==> config.mk <==
export PLATFORM = sky130hd
export DESIGN_NAME = decode_queue
export DESIGN_NICKNAME = d
export VERILOG_FILES = /design/src/rtl/decode_queue.sv
export SDC_FILE = /design/constraint.sdc
export NUM_CORES = 1
export LEC_CHECK = 0
export ABC_AREA = 0
export CORE_AREA = 2 2 191 193
export DETAILED_ROUTE_END_ITERATION = 12
export DIE_AREA = 0 0 193 195
export PLACE_DENSITY_LB_ADDON = 0.25
export SETUP_SLACK_MARGIN = 0.4
export SYNTH_ARGS = -nofsm -noshare
export SYNTH_HDL_FRONTEND = slang
export SYNTH_SLANG_ARGS = --single-unit
export TNS_END_PERCENT = 5
==> constraint.sdc <==
create_clock -name clk -period 7.6 [get_ports clk]
set_clock_uncertainty 0.15 [all_clocks]
set_input_delay 0.76 -clock clk [delete_from_list [all_inputs] [get_ports clk]]
set_output_delay 0.76 -clock clk [all_outputs]
set_load 0.03 [all_outputs]
**Met1 routing**

Drawn at 2 px/micron. Supply wires on this layer in gray. Cells faint in the background.
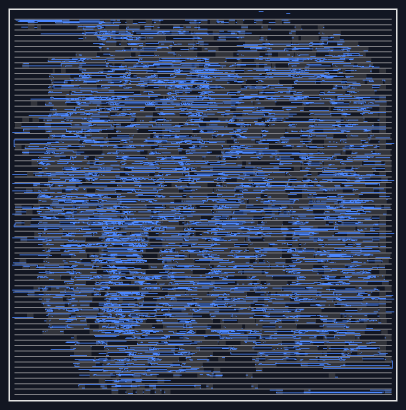
The wires run mostly horizontal. The layer carries 17700 microns of wire. 1292 nets have wire on it.
global routing usage on met1: 33.11%
total via count in the routed design: 10.80k
Final Routed Wirelength: 43490 microns

**M2 wires**

Drawn at 2 px/micron.
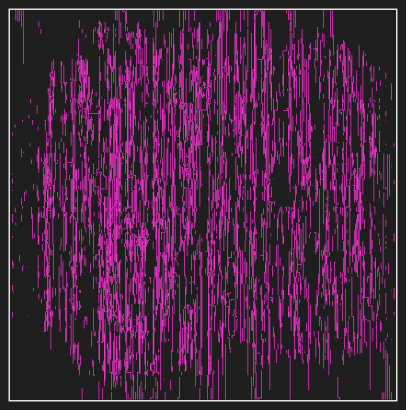
The wires run mostly vertical. 1213 nets have wire on it. The layer holds 49% of the routed length. The longest straight run is 90.4 microns.
met2 usage: 37.04%

**Metal 3**

Drawn at 3 px/micron. Cells faint in the background.
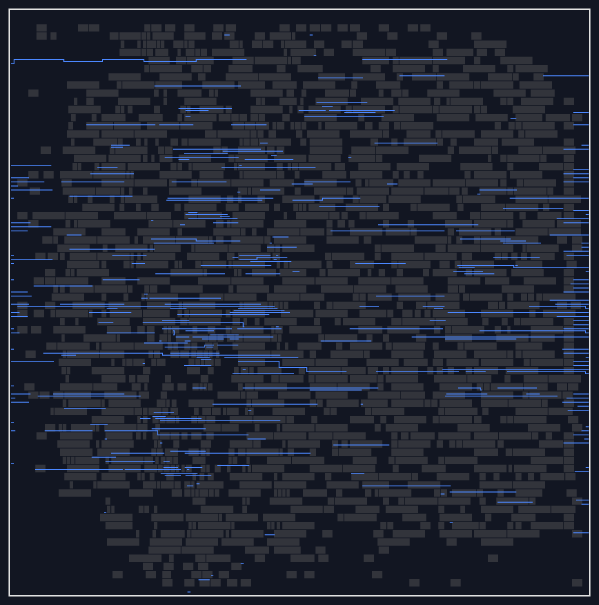
The longest straight run is 85.6 microns. The wires run mostly horizontal. The layer holds 8.0% of the routed length.
grt met3 use: 4.098%

==> run summary <==
Status of the implementation.

- The proportion of layout cells with a drive suffix above 1 is 15.12%, for reference.
- After legalization and detailed placement, the total HPWL measured 25770 microns.
- The flop and latch count out of synthesis is 385, for reference.
- In the final report, the number of hold violations comes to 0.
- The number of nets still failing antenna checks after routing is 0, for reference.
- The most used flip-flop cell after synthesis is sky130_fd_sc_hd__edfxtp_1.
- TritonCTS created 40 clock buffers.
- The highest supply drop recorded on VDD is 0.1525 mV.
- The reported leakage power is 7.161 nW, for reference.
- The library cell contributing the largest single delay on the critical path is sky130_fd_sc_hd__nand2_4, for reference.
- The count of cells in the finished layout, fillers not included, comes to 1790.
- Post-route period utilization is reported as 55.40%.
- For the finished layout, the period the worst path requires is 4.210 ns.
- Synthesis produced a netlist with a net count of 1246.
- The number of warnings reported in the stage logs is 31.
- The tree is rooted in a sky130_fd_sc_hd__clkbuf_16.
- The clock tree buffer depth is 3, for reference.
- TritonRoute output was used to compute an average wire per cell of 24.30 microns.
- The clock tree from TritonCTS is done, for reference.
- The worst setup path is launched from an input pin.
- The total negative slack for setup checks is 0 ns, for reference.
- The global route stage reports its total congestion overflow as 0.
- Ranked by instance count, the synthesized netlist is headed by sky130_fd_sc_hd__edfxtp_1, sky130_fd_sc_hd__nor2_1, sky130_fd_sc_hd__and2_1.
- Yosys attributes the largest share of cell area to sky130_fd_sc_hd__edfxtp_1, sky130_fd_sc_hd__mux4_2, sky130_fd_sc_hd__and2_1, sky130_fd_sc_hd__and3_1, sky130_fd_sc_hd__nor2_1.
- The first detailed-routing pass ran for 5 iterations.
- The number of max-cap violations is 0, for reference.
- The cell that appears most often on the critical path is sky130_fd_sc_hd__buf_4.
- With fillers left out, the area of the finished cells amounts to 0.02090 sq mm.
- STA puts the critical path data arrival time at 4.23 ns.
- As logged by OpenROAD, the buffers inserted on ports number 167.
- The share of flip-flops with an asynchronous set or reset is 0%, for reference.
- After detailed placement, the design holds a cell count of 1719.
- For this design, the CTS-stage hold fixing added 0 buffers.
- The top cell type by instance count after synthesis is sky130_fd_sc_hd__edfxtp_1, for reference.
- The worst hold-check path type is register to register, for reference.
- Data on the critical path is required at its endpoint by 7.62 ns.
- The fmax is 237.5 MHz, for reference.
- The number of filler instances in the final layout is 2743, for reference.
- The via count of the first global-routing pass is 10.77k, for reference.
- The detailed-route vias per instance is 6.035, for reference.
- The timing report notes that buffer and inverter cells on the critical path total 3.
- Overall routing resource usage recorded by global route was 23.19%.
- STA reports a reg2reg setup slack of 4.07 ns.
- Between the synthesized netlist and the finished layout, the area growth was recorded as 19.06%.
- For this block, the initial DRC count from the detailed router was 1050.
- Buffers added to address setup during post-CTS repair amount to 0.
- The post-layout net count is 1377, for reference.
- The Yosys warning count is 0, for reference.
- Setup repair after global routing left no endpoint under its margin.
- Before any placement, the netlist area is recorded as 0.01755 sq mm.
- For this run, the slowest stage of the critical path takes 0.91 ns.
- In this run the horizontal extent of the chip is 193 microns.
- The worst hold path was traced through 2 stages.
- The latest clock arrival within the worst-skew pair is 0.53 ns, for reference.
- The vertical extent of the die is 195 microns, for reference.
- The global-route wire length before repair is 65460 microns, for reference.
- The overall die size recorded for this design is 0.03764 sq mm.
- The kind of end point of the critical path is a register, for reference.
- The timing report gives the clock slew at the launch and capture registers of the worst setup and hold paths as 0.06 ns.
- In this run the core area contains 69 standard-cell rows.
- The critical path crosses 6 cells after its start point.
- The clock drives 385 sinks.
- Per the post-synthesis stats, the area per cell is 15.01 sq um.
- The detailed-route DRC error count is 0, for reference.
- Summing all placed instances gives a cell area of 0.01961 sq mm.
- The register with the most flip-flops in the layout has 376 of them.
- The starting density of the core is 49.58%, for reference.
- The core outline area is 0.03540 sq mm, for reference.
- The synthesized netlist has a Yosys-reported chip area of 0.01755 sq mm.
- The kind of critical path is input pin to register, for reference.
- Per the synthesis report, the number of distinct cell types is 62.
- The setup violation total in the final timing report is 0, for reference.
- For the worst flop-to-flop path, the logic depth is 5.
- The critical path goes through clkdlybuf4s50_1 -> nand4bb_1 -> buf_4 -> or3_1 -> nand2_4 -> buf_4.
- The pin slew with the least headroom to its limit is 1.103 ns, for reference.
- The power density over the cells is 228.3 mW/mm^2, for reference.
- The number of top-level pins is 168, for reference.
- The share of the yosys chip area belonging to registers is 65.36%, for reference.
- Of all nets on the critical path, the largest fanout is 66.
- Looking at the clock tree report, the H-tree level count equals 2.
- The dominant cell type by area after synthesis is sky130_fd_sc_hd__edfxtp_1, for reference.
- Per the slew report, the remaining headroom to the max-slew limit stands at 25.91%.
- Summed over its instances, the top area cell type makes up 64.33% of the synthesized netlist area.
- The final hold slack is 0.3981 ns, for reference.
- The kind of cell with the highest combined delay along the critical path is simple AND/OR/NAND/NOR gates.
- The number of gates resized after CTS was 0.
- The run finished with clean final reports.
- The initial antenna violation count is 0.
- Entering global routing, the biggest net connects 67 pins.
- The instance tally after logic synthesis is 1169, for reference.
- The final report gives the core utilization as 59.03%.
- The routability congestion estimate from global placement is 0.8504, for reference.
- The number of cells in Yosys stat is 1169, for reference.
- The number of pins exceeding their max-slew limit in the final report is 0, for reference.
- The repair_antennas step left the layout with diodes totalling 0.
- The number of enable flip-flop cells is 376, for reference.
tightest hold or removal path, stage by stage (launching register included):
cell and delay, ns:
sky130_fd_sc_hd__dfxtp_1 0.33, sky130_fd_sc_hd__a21oi_1 0.13, sky130_fd_sc_hd__nor2_1 0.05
layout make-up:
type	instances	area [sq um]	share of cell area [%]
clock buffer	46	1045	5.000
clock inverter	25	245.2	1.174
inverter	8	30.03	0.1437
multi-input combinational	676	5683	27.20
sequential	385	11480	54.93
tap	461	576.8	2.760
timing repair buffer	189	1837	8.790
per-stage QoR:
stage / worst slack [ns] / power, mW
global placement: 2.881 / 2.861
CTS: 3.363 / 4.797
floorplan: 0.7464 / 2.693
global route: 3.200 / 4.903
finish: 3.390 / 4.770
detailed placement: 2.823 / 2.869
cells by family (layout without fill, tap and decap cells):
| logic type | count (synthesis) | after routing | share of synthesized area, % |
|---|---|---|---|
| simple gates | 497 | 497 | 15.73 |
| flops | 385 | 385 | 65.36 |
| compound gates | 71 | 71 | 2.973 |
| buf+inv | 108 | 268 | 2.959 |
| fa+ha+maj | 8 | 8 | 0.6131 |
| mux | 94 | 94 | 12.06 |
| xor+xnor | 6 | 6 | 0.2994 |
cell usage in the layout (no fill, tap or decap), types with 22 or more instances in the layout:
cell type                         Yosys  layout
sky130_fd_sc_hd__a22oi_1             24      24
sky130_fd_sc_hd__clkdlybuf4s50_1      0     167
sky130_fd_sc_hd__and2_1              99      99
sky130_fd_sc_hd__edfxtp_1           376     376
sky130_fd_sc_hd__and3_1              95      95
sky130_fd_sc_hd__nor3_1              77      76
sky130_fd_sc_hd__nand2_1             26      23
sky130_fd_sc_hd__clkbuf_16            0      41
sky130_fd_sc_hd__mux4_2              94      94
sky130_fd_sc_hd__nor2_1             117     115
sky130_fd_sc_hd__buf_4                1      22
layer usage:
| layer | part of all wire [%] | wire (microns) | track usage, % | up-vias |
|---|---|---|---|---|
| li1 | - | - | - | 4792 |
| met1 | 41 | 17740 | 33.11 | 5470 |
| met2 | 49 | 21130 | 37.04 | 461 |
| met3 | 8.0 | 3487 | 4.098 | 79 |
| met4 | 2.6 | 1138 | 6.229 | 0 |
| met5 | 0 | 0 | 0 | - |
report_power, final:
group	leakage, nW	switching [mW]	internal, mW	total [mW]
clock network	0.629	0.795	1.15	1.95
logic	2.58	0.238	0.144	0.382
registers	3.95	0.0244	2.42	2.44
total	7.16	1.06	3.71	4.77
No activity file was given, so power comes from the tool's default toggle rates.
